$ cat src/rtl/msp430_pkg.sv
// msp430_pkg: shared prefetch state encodings and default geometry.
package msp430_pkg;
  typedef enum logic [1:0] {S_IDLE, S_WAIT, S_DROP} pf_state_t;
  localparam int PF_DEPTH = 4;
  localparam int PF_AW = 16;
  localparam int PF_DW = 16;
  localparam int WORD_BYTES = 2;
endpackage

$ cat src/rtl/pf_fifo.sv
// pf_fifo: DEPTH-entry synchronous FIFO with clear; clear has priority over push/pop.
module pf_fifo
  import msp430_pkg::*;
#(
  parameter int DEPTH = PF_DEPTH,
  parameter int W = PF_AW + PF_DW
) (
  input  logic                   clk,
  input  logic                   rst,
  input  logic                   i_clr,
  input  logic                   i_push,
  input  logic                   i_pop,
  input  logic [W-1:0]           i_din,
  output logic [W-1:0]           o_dout,
  output logic [$clog2(DEPTH):0] o_count
);
  localparam int PW = $clog2(DEPTH);
  logic [W-1:0]  r_mem [DEPTH];
  logic [PW-1:0] r_wr, r_rd;
  logic [PW:0]   r_cnt;
  logic          w_pop;
  assign w_pop = i_pop && r_cnt != '0;
  assign o_dout = r_mem[r_rd];
  assign o_count = r_cnt;
  always_ff @(posedge clk)
    if (i_push) r_mem[r_wr] <= i_din;
  always_ff @(posedge clk) begin
    if (!rst || i_clr) begin
      r_wr <= '0;
      r_rd <= '0;
      r_cnt <= '0;
    end else begin
      if (i_push) r_wr <= r_wr + 1'b1;
      if (w_pop) r_rd <= r_rd + 1'b1;
      r_cnt <= r_cnt + (PW+1)'(i_push) - (PW+1)'(w_pop);
    end
  end
endmodule

$ cat src/rtl/instr_prefetch.sv
// instr_prefetch: sequential instruction prefetch queue with flush redirect.
// Optional PREFETCH_PERF_EN adds saturating perf_fetch/perf_starve counters.
module instr_prefetch
  import msp430_pkg::*;
#(
  parameter int DEPTH = PF_DEPTH,
  parameter int AW = PF_AW,
  parameter int DW = PF_DW
) (
  input  logic                   clk,
  input  logic                   rst,
  input  logic [AW-1:0]          RST_VEC,
  input  logic                   flush,
  input  logic [AW-1:0]          flush_pc,
  output logic                   mem_req,
  output logic [AW-1:0]          mem_addr,
  input  logic                   mem_ack,
  input  logic [DW-1:0]          mem_data,
  output logic                   ins_valid,
  output logic [DW-1:0]          ins_word,
  output logic [AW-1:0]          ins_addr,
  input  logic                   ins_ready,
  output logic [$clog2(DEPTH):0] q_count
`ifdef PREFETCH_PERF_EN
  ,
  output logic [15:0]            perf_fetch,
  output logic [15:0]            perf_starve
`endif
);
  localparam int CW = $clog2(DEPTH) + 1;
  localparam logic [CW-1:0] FULL = CW'(DEPTH);
  localparam logic [AW-1:0] ALIGN = ~AW'(1);
  pf_state_t        r_state, w_state_nx;
  logic [AW-1:0]    r_fetch, r_addr, w_fetch_nx, w_addr_nx;
  logic [AW+DW-1:0] w_head;
  logic [CW-1:0]    w_count;
  logic             w_push, w_pop, w_space;
  assign w_push = r_state == S_WAIT && mem_ack && !flush;
  assign w_pop = ins_valid && ins_ready;
  assign w_space = (w_pop ? w_count : w_count + 1'b1) < FULL;
  assign mem_req = r_state != S_IDLE;
  assign mem_addr = r_addr;
  assign ins_valid = w_count != '0;
  assign {ins_addr, ins_word} = ins_valid ? w_head : '0;
  assign q_count = w_count;
  pf_fifo #(.DEPTH(DEPTH), .W(AW+DW)) u_fifo (
    .clk(clk), .rst(rst), .i_clr(flush), .i_push(w_push), .i_pop(w_pop),
    .i_din({r_fetch, mem_data}), .o_dout(w_head), .o_count(w_count)
  );
  // A live request is never cancelled: a flush without ack parks in S_DROP.
  always_comb begin
    w_state_nx = r_state;
    w_fetch_nx = r_fetch;
    w_addr_nx = r_addr;
    if (flush) begin
      w_fetch_nx = flush_pc & ALIGN;
      w_state_nx = (r_state != S_IDLE && !mem_ack) ? S_DROP : S_IDLE;
      w_addr_nx = w_state_nx == S_IDLE ? w_fetch_nx : r_addr;
    end else if (r_state == S_IDLE) begin
      w_state_nx = w_count < FULL ? S_WAIT : S_IDLE;
      w_addr_nx = r_fetch;
    end else if (mem_ack && r_state == S_DROP) begin
      w_state_nx = S_IDLE;
    end else if (mem_ack) begin
      w_fetch_nx = r_fetch + AW'(WORD_BYTES);
      w_addr_nx = w_fetch_nx;
      w_state_nx = w_space ? S_WAIT : S_IDLE;
    end
  end
  always_ff @(posedge clk) begin
    if (!rst) begin
      r_state <= S_IDLE;
      r_fetch <= RST_VEC & ALIGN;
      r_addr <= RST_VEC & ALIGN;
    end else begin
      r_state <= w_state_nx;
      r_fetch <= w_fetch_nx;
      r_addr <= w_addr_nx;
    end
  end
`ifdef PREFETCH_PERF_EN
  always_ff @(posedge clk) begin
    if (!rst) begin
      perf_fetch <= '0;
      perf_starve <= '0;
    end else begin
      if (w_push && perf_fetch != 16'hFFFF) perf_fetch <= perf_fetch + 1'b1;
      if (ins_ready && !ins_valid && perf_starve != 16'hFFFF) perf_starve <= perf_starve + 1'b1;
    end
  end
`endif
endmodule

$ cat config.mk
export PLATFORM = sky130hd
export DESIGN_NAME = instr_prefetch
export DESIGN_NICKNAME = d
export VERILOG_FILES = /design/src/rtl/msp430_pkg.sv /design/src/rtl/pf_fifo.sv /design/src/rtl/instr_prefetch.sv
export SDC_FILE = /design/constraint.sdc
export NUM_CORES = 1
export LEC_CHECK = 0
export CAP_MARGIN = 20
export CORE_ASPECT_RATIO = 0.5
export CORE_MARGIN = 1
export CORE_UTILIZATION = 51
export CTS_BUF_LIST = sky130_fd_sc_hd__clkbuf_8
export DETAILED_ROUTE_END_ITERATION = 10
export GPL_ROUTABILITY_DRIVEN = 0
export PLACE_DENSITY = 0.78
export SLEW_MARGIN = 20
export SYNTH_ARGS = -nofsm -noshare
export SYNTH_HDL_FRONTEND = slang
export SYNTH_HIERARCHICAL = 1
export SYNTH_SLANG_ARGS = --single-unit
$ cat constraint.sdc
create_clock -name clk -period 2.7 [get_ports clk]
set_input_delay 0.27 -clock clk [delete_from_list [all_inputs] [get_ports clk]]
set_output_delay 0.27 -clock clk [all_outputs]
set_load 0.02 [all_outputs]
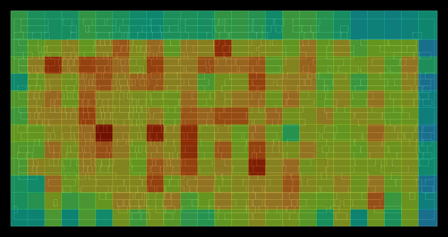
*Routing congestion map, run 1*
grt met1 use: 0.2656
Core Util, Final: 0.6622
peak-usage layer in the global routing report: met2
GR Util All Layers: 0.2019

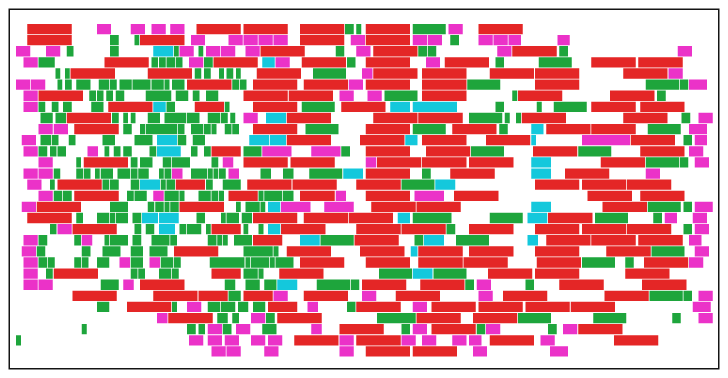
*Placed cells, one colour a class, run 1*
[cyan] clock drivers and dummy loads | cells: 32 | share of their area: 4.4%
[green] remaining logic cells | cells: 276 | share of their area: 26%
[red] registers | cells: 169 | share of their area: 55%
[magenta] remaining buffers and delay cells | cells: 123 | share of their area: 14%
area of the core region: 13930 µm²
Final Instance Area: 9221 µm²

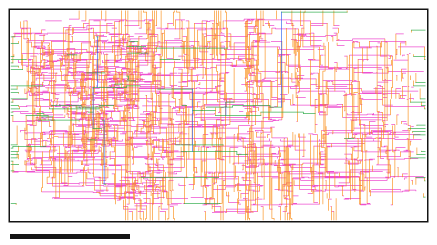
*Routed metal, one colour a layer, run 1*
The bar under the picture is 50 µm long.
[orange] M2 | wire length: 7290 µm
[green] M3 | wire length: 579 µm
[blue] M4 | wire length: 135 µm
[magenta] M1 | wire length: 6580 µm

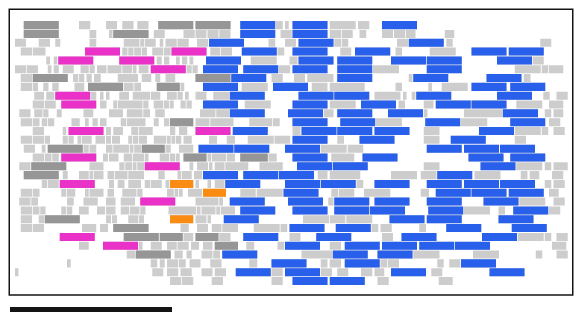
*Sequential cells coloured by netlist name, run 1*
The bar under the picture is 50 µm long. Other sequential cells in the stronger grey, the rest of the logic in the fainter grey.
[magenta] r_fetch | flops: 15
[orange] u_fifo/o_count | flops: 3
[blue] u_fifo/r_mem | flops: 128
not coloured: 23

==> results.md, run 1 <==
| Result | Value |
| --- | --- |
| Outcome | finished clean |
| Top cells by count, synth | edfxtp_1 (158), nor2b_1 (35), mux4_2 (30) |
| Violation tally from detailed-route iteration zero | 285 |
| H-Tree Depth | 4 |
| Post-synth EDFFs | 158 |
| Clock buffer count from CTS | 17 |
| Yosys stat area | 7477 µm² |
| Share of post-route cells with drive strength above 1 | 0.1817 |
| Vertical die size | 87.62 µm |
| Arr. time, crit path | 2.32 ns |
| Total DRC errors in the routed layout | 0 |
| Synth top area cells | edfxtp_1 (63%), mux4_2 (9.0%), dfxtp_1 (2.9%) |
| Via density per instance | 5.571 |
| Clock skew | 0.01093 ns |
| Cells along the critical path | buf_4, mux4_2, nor2b_1, clkdlybuf4s50_1 |
| CTS clock-pin slew for the worst setup and hold paths | 0.10 ns |
| Setup slack on the worst flop-to-flop path | 0.57 ns |
| Via count of the first global-routing pass | 4407 |
| Most common reg cell | edfxtp_1 |
| Dpl hpwl | 9546 µm |
| Worst setup slack after placement | 0.4273 ns |
| Data required time of the critical path | 2.43 ns |
| Log Warnings | 31 |
| Worst Hold Class | in -> reg |
| Synthesis-to-layout area growth | 23.33% |
| Total chip power | 5.261 mW |
| Register area | 4969 µm² |
| Endpoint of the worst hold path | u_fifo/r_mem[3][3] |
| Delay-heaviest family, CP | buffers and inverters |
| Least setup slack across all paths after layout | 0.1147 ns |
| Number of endpoints with negative hold slack in the final report | 0 |
| Area after DPL | 8790 µm² |
| Power per cell area | 570.5 nW/µm² |
| Slew headroom | 0.6006 |
| Min-Delay Startpoint | mem_data[3] |
| Count of cells along the worst register-to-register path | 5 |
| Slowest cell delay on critical path | 0.56 ns |
| Maximum clock frequency | 386.8 MHz |
| Worst-skew pair later-pin latency | 0.45 ns |
| Library cells used by synthesis | 55 |
| Library cell with the highest instance count after synthesis | edfxtp_1 |
| Post-detailed-route wirelength per cell | 18.41 µm |
| Number of synthesis warnings | 6 |
| Filler instances | 976 |
| TritonCTS clock tree | done |
| Reg-to-reg critical path startpoint | r_fetch[2] |
| Effective utilization at floorplan | 0.5369 |
| Count of final max-slew check failures | 0 |
| Reg-to-Reg End | mem_addr[15] |
| Number of buffer and inverter instances along the worst setup path | 2 |
| Ys async rst share | 0 |
| Number of standard cells after synthesis | 468 |
| Count of buffers from port buffering | 102 |
| CP endpoint kind | output pin |
| Clock net sink count | 169 |
| Final tally of setup violations | 0 |
| Synthesized area per cell | 15.98 µm² |
| Logic area | 2286 µm² |
| Static Leak | 3.073 nW |
| Maximum clock path buffer count | 2 |
| Worst voltage drop across the vdd grid | 289.7 µV |
| Clock root buffer master | clkbuf_8 |
| Total iterations of the first detailed-routing run | 5 |
| Type of element launching the critical path | flop |
| Worst setup path category | reg -> out |
| Slew of the pin with the lowest slew margin | 0.5991 ns |
| Via count | 4412 |
| Leftover overflow at the end of global routing | 0 |
| Final Cycle Share | 0.9575 |
| Global-route wire length before repair | 22830 µm |
| Antenna fix cells | 0 |
[run 1: worst register-to-register path: cells and delay by family (launching register included)]
kind	cells	cell delay [ns]
flip-flops	1	0.59
adder cells (fa/ha/maj)	1	0.42
AND/OR/NAND/NOR	3	0.59
multiplexers	1	0.29
[run 1: cells in the final DEF (no fill, tap or decap), types with 3 or more instances in the layout]
cell and instances:
dlymetal6s2s_1 5, o21ai_1 9, nand4_1 3, mux4_2 30, nor2_1 15, buf_4 15
dlygate4sd2_1 6, inv_8 3, inv_6 6, nand2_1 12, xor2_1 3, o21ai_0 19
and3_1 5, nand3b_1 3, a21oi_1 15, nor3_1 11, nand3_1 5, nor4_2 6
o31a_1 5, buf_12 5, o22ai_1 5, and2_2 4, nor4_1 8, ha_1 7
xnor2_1 15, inv_1 15, dfxtp_1 10, edfxtp_1 158, mux2i_1 7, clkbuf_8 17
clkdlybuf4s50_1 91, conb_1 5, nor2b_1 35
[run 1: power breakdown]
group	internal (mW)	switching, mW	total (mW)
Clock	0.770	0.999	1.77
Sequential	2.95	0.0990	3.05
Combinational	0.217	0.221	0.439
Total	3.94	1.32	5.26
[run 1: metal layers]
metal	vias up	wire length, µm	track usage	part of all wire
met1	2225	6577	0.2656	0.45
met2	116	7286	0.3501	0.50
met4	0	135	0.06677	0.0093
met5	-	0	0	0
li1	2057	-	-	-
met3	14	578	0.03472	0.040
[run 1: timing repair]
item,CTS,global route
setup endpoints to repair,7,5
buffers inserted,0,0
resized,7,5
gates cloned,1,0
[run 1: cells by family (layout without fill, tap and decap cells)]
| family | after synthesis | after routing | synth area share |
|---|---|---|---|
| other | 1 | 5 | 0.0005015 |
| muxes | 40 | 40 | 0.1083 |
| xor gates and xnor gates | 19 | 19 | 0.02426 |
| DFF | 169 | 169 | 0.6640 |
| AOI/OAI and AO/OA | 65 | 65 | 0.05204 |
| buffers and inverters | 44 | 172 | 0.03363 |
| adders and majority gates | 8 | 8 | 0.01439 |
| and+or+nand+nor | 122 | 122 | 0.1029 |
[run 1: registers in the layout, summed over array words and instances (netlist names), named ones only]
name,flops
u_fifo/r_mem,128
mem_addr,15
r_fetch,15
u_fifo/o_count,3
r_state,2
u_fifo/r_rd,2
u_fifo/r_wr,2
[run 1: how the worst max path moves through the flow]
stage               slack [ns]                end  cells after the start         startpoint
detailed placement        0.43  u_fifo/o_count[2]                      9          ins_ready
global placement          0.44       ins_addr[15]                      4               flop
finish                    0.11        ins_addr[7]                      4               flop
CTS                      0.002        ins_word[5]                      4               flop
global route              0.02       ins_addr[15]                      4               flop
floorplan                 0.08  u_fifo/o_count[2]                     10  u_fifo/o_count[1]
[run 1: final cells by class]
type                       count  share of cell area
sequential                   169              0.5388
timing repair buffer         123              0.1379
clock inverter                15             0.01710
inverter                      17            0.006920
clock buffer                  17             0.02537
tap                          192             0.02605
multi-input combinational    259              0.2479
[run 1: per-stage QoR]
step	hold slack (ns)	cells
global placement	0.5114	759
finish	0.4573	792
CTS	0.4388	792
global route	0.4535	792
floorplan	0.3468	472
detailed placement	0.5156	759
### Wire density map, run 1

The bar under the picture is 50 µm long. The die is cut into 35 by 18 equal tiles; dark blue is low, red is high, scaled to the fullest tile. Values are wire area over tile area, all layers added.
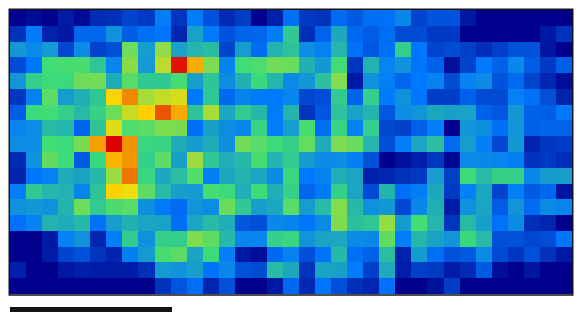

==> run 1 -> run 2 <==
--- a/config.mk
+++ b/config.mk
@@ -8,11 +8,13 @@
 export CAP_MARGIN = 20
 export CORE_ASPECT_RATIO = 0.5
 export CORE_MARGIN = 1
-export CORE_UTILIZATION = 51
+export CORE_UTILIZATION = 60
 export CTS_BUF_LIST = sky130_fd_sc_hd__clkbuf_8
 export DETAILED_ROUTE_END_ITERATION = 10
+export DONT_BUFFER_PORTS = 1
 export GPL_ROUTABILITY_DRIVEN = 0
-export PLACE_DENSITY = 0.78
+export HOLD_SLACK_MARGIN = 0.02
+export PLACE_DENSITY = 0.79
 export SLEW_MARGIN = 20
 export SYNTH_ARGS = -nofsm -noshare
 export SYNTH_HDL_FRONTEND = slang
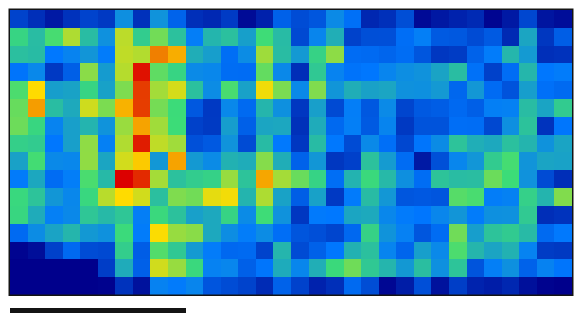
*Wire density map, run 2*
The bar under the picture is 50 µm long. The die is cut into 32 by 16 equal tiles; dark blue is low, red is high, scaled to the fullest tile. Values are wire area over tile area, all layers added.
emptiest ninth of the die: top right
densest ninth of the die: left middle
mean over tiles: 0.18
tiles over half the peak: 16%

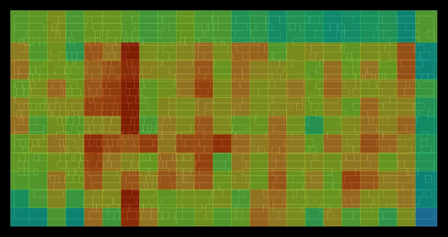
*Routing congestion map, run 2*
GR met3 Demand/Resource: 0.05720
grt met1 use: 0.3234
GR Util All Layers: 0.2345
GRT met2 Usage: 0.3703

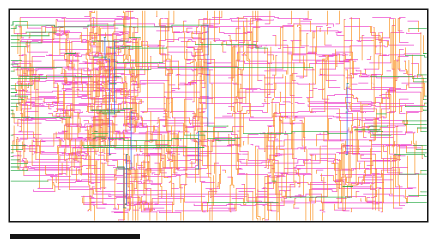
*Routed metal, one colour a layer, run 2*
The bar under the picture is 50 µm long.
[green] M3 | wire length: 969 µm
[blue] M4 | wire length: 211 µm
[orange] M2 | wire length: 6660 µm
[magenta] M1 | wire length: 6350 µm

==> results.md, run 2 <==
| Result | Value | vs previous |
| --- | --- | --- |
| Number of synthesis warnings | 6 | unchanged |
| Final tally of setup violations | 0 | unchanged |
| Logic area | 2281 µm² | -0.22% |
| Clock net sink count | 169 | unchanged |
| Number of flip-flops in the largest register | 128 | unchanged |
| Data required time of the critical path | 3.04 ns | +0.61 ns |
| Sequential share of power | 0.616 | +0.036 |
| Via count of the first global-routing pass | 4063 | -7.8% |
| Top cells by count, synth | edfxtp_1 (158), nor2b_1 (35), mux4_2 (30) |  |
| Effective utilization at floorplan | 0.6241 | +0.08713 |
| Violation tally from detailed-route iteration zero | 274 | -3.9% |
| Adder-cell area share of the yosys netlist | 0.01439 | unchanged |
| Outcome | finished clean |  |
| Logic pwr share | 0.054 | -0.029 |
| Yosys stat area | 7477 µm² | unchanged |
| Count of cells along the worst register-to-register path | 9 | +4 |
| Arr. time, crit path | 2.54 ns | +0.22 ns |
| Clock root buffer master | clkbuf_8 |  |
| Worst Hold Class | in -> reg |  |
| Reg-to-Reg End | u_fifo/o_count[2] |  |
| Post-synth EDFFs | 158 | unchanged |
| Total iterations of the first detailed-routing run | 4 | -1 |
| Clock buffer count from CTS | 17 | unchanged |
| Maximum clock path buffer count | 2 | unchanged |
| Worst-skew pair later-pin latency | 0.45 ns | about the same |
| Clock skew | 0.01710 ns | +0.006173 ns |
| Vertical die size | 80.94 µm | -7.6% |
| Post-detailed-route wirelength per cell | 20.95 µm | +14% |
| Synthesized area per cell | 15.98 µm² | unchanged |
| Share of post-route cells with drive strength above 1 | 0.1875 | +0.005833 |
| Delay-heaviest family, CP | adder cells |  |
| Register area | 4966 µm² | about the same |
| CTS clock-pin slew for the worst setup and hold paths | 0.10 ns | about the same |
| Synth top area cells | edfxtp_1 (63%), mux4_2 (9.0%), dfxtp_1 (2.9%) |  |
| Leading cell type in the layout, fill and taps excluded | edfxtp_1 |  |
| Worst setup path category | reg -> reg |  |
| Endpoint of the worst hold path | r_fetch[4] |  |
| Final Cycle Share | 0.8148 | -0.1427 |
| Most common logic cells in the final layout | edfxtp_1 (158), nor2b_1 (35), mux4_2 (30) |  |
| Number of standard cells after synthesis | 468 | unchanged |
| Count of final max-slew check failures | 0 | unchanged |
| Library cells used by synthesis | 55 | unchanged |
| Library cell with the highest instance count after synthesis | edfxtp_1 |  |
| Slew headroom | 0.5048 | -0.09585 |
| Setup slack on the worst flop-to-flop path | 0.50 ns | -0.07 ns |
| Via count | 4093 | -7.2% |
| Worst voltage drop across the vdd grid | 330.6 µV | +14% |
| Min-Delay Startpoint | RST_VEC[4] |  |
| Area share of xor/xnor cells in the synthesized design | 0.02426 | unchanged |
| Cells along the critical path | nor3_2, nor2b_1, o31a_1, ha_1, inv_1, ha_1, fa_1, xor3_1, nor2_1 |  |
| Largest Register | u_fifo/r_mem |  |
| Count of buffers from port buffering | 0 | -100% |
| P_int | 3.798 mW | -3.6% |
| CP endpoint kind | flop |  |
| Clk network pwr share | 0.330 | -0.006 |
| Total DRC errors in the routed layout | 0 | unchanged |
| Area after DPL | 7627 µm² | -13% |
| Final Instance Area | 8219 µm² | -11% |
| Least setup slack across all paths after layout | 0.5001 ns | +0.3854 ns |
| Log Warnings | 31 | unchanged |
## run 2: worst max-delay path by stage
stage                     cells after the start           endpoint               from
final                                         9  u_fifo/o_count[2]  u_fifo/o_count[2]
after global routing                          9  u_fifo/o_count[2]  u_fifo/o_count[2]
after CTS                                     4        ins_addr[2]               flop
after detailed placement                      9  u_fifo/o_count[2]  u_fifo/o_count[2]
after global placement                        9  u_fifo/o_count[2]  u_fifo/o_count[2]
after floorplan                              10  u_fifo/o_count[2]  u_fifo/o_count[1]
## run 2: timing repair
action,4_1_cts,5_1_grt
hold buffers,23,0
gates resized,0,0
endpoints found under the hold margin,71,0
setup buffers,0,0
## run 2: logic make-up after synthesis
family          after synthesis
flops                       169
xor+xnor                     19
other cells                   1
buf+inv                      44
fa+ha+maj                     8
mux                          40
compound gates               65
simple gates                122
## run 2: power groups by stage
stage | Combinational (mW) | Clock, mW | Sequential, mW
floorplan | 0.225 | 0 | 3.10
global placement | 0.229 | 0 | 3.14
detailed placement | 0.234 | 0 | 3.15
CTS | 0.271 | 1.68 | 3.09
global route | 0.299 | 1.77 | 3.10
finish | 0.270 | 1.66 | 3.09
## run 2: cell type report
cell class              count  share of cell area
clock buffers              17             0.02847
clock inverters            14             0.01553
inverters                  17            0.007764
multi-input cells         259              0.2775
flip-flops and latches    169              0.6042
well taps                 165             0.02512
repair buffers             36             0.04141
## run 2: through the flow
step / std cells / total power [mW] / hold WS (ns) / util
after CTS: 677 / 5.043 / 0.02271 / 0.6860
after global routing: 677 / 5.168 / 0.02451 / 0.6860
after global placement: 623 / 3.374 / 0.3492 / 0.6366
after floorplan: 472 / 3.323 / 0.3468 / -
final: 677 / 5.017 / 0.04290 / 0.6860
after detailed placement: 623 / 3.382 / 0.3534 / 0.6366
## run 2: metal layers
layer | wire length (µm) | vias up | track usage
li1 | - | 1870 | -
met1 | 6345 | 2056 | 0.3234
met2 | 6659 | 145 | 0.3703
met4 | 211 | 0 | 0.08762
met5 | 0 | - | 0
met3 | 968 | 22 | 0.05720
Power is estimated from default activity; no workload was simulated.
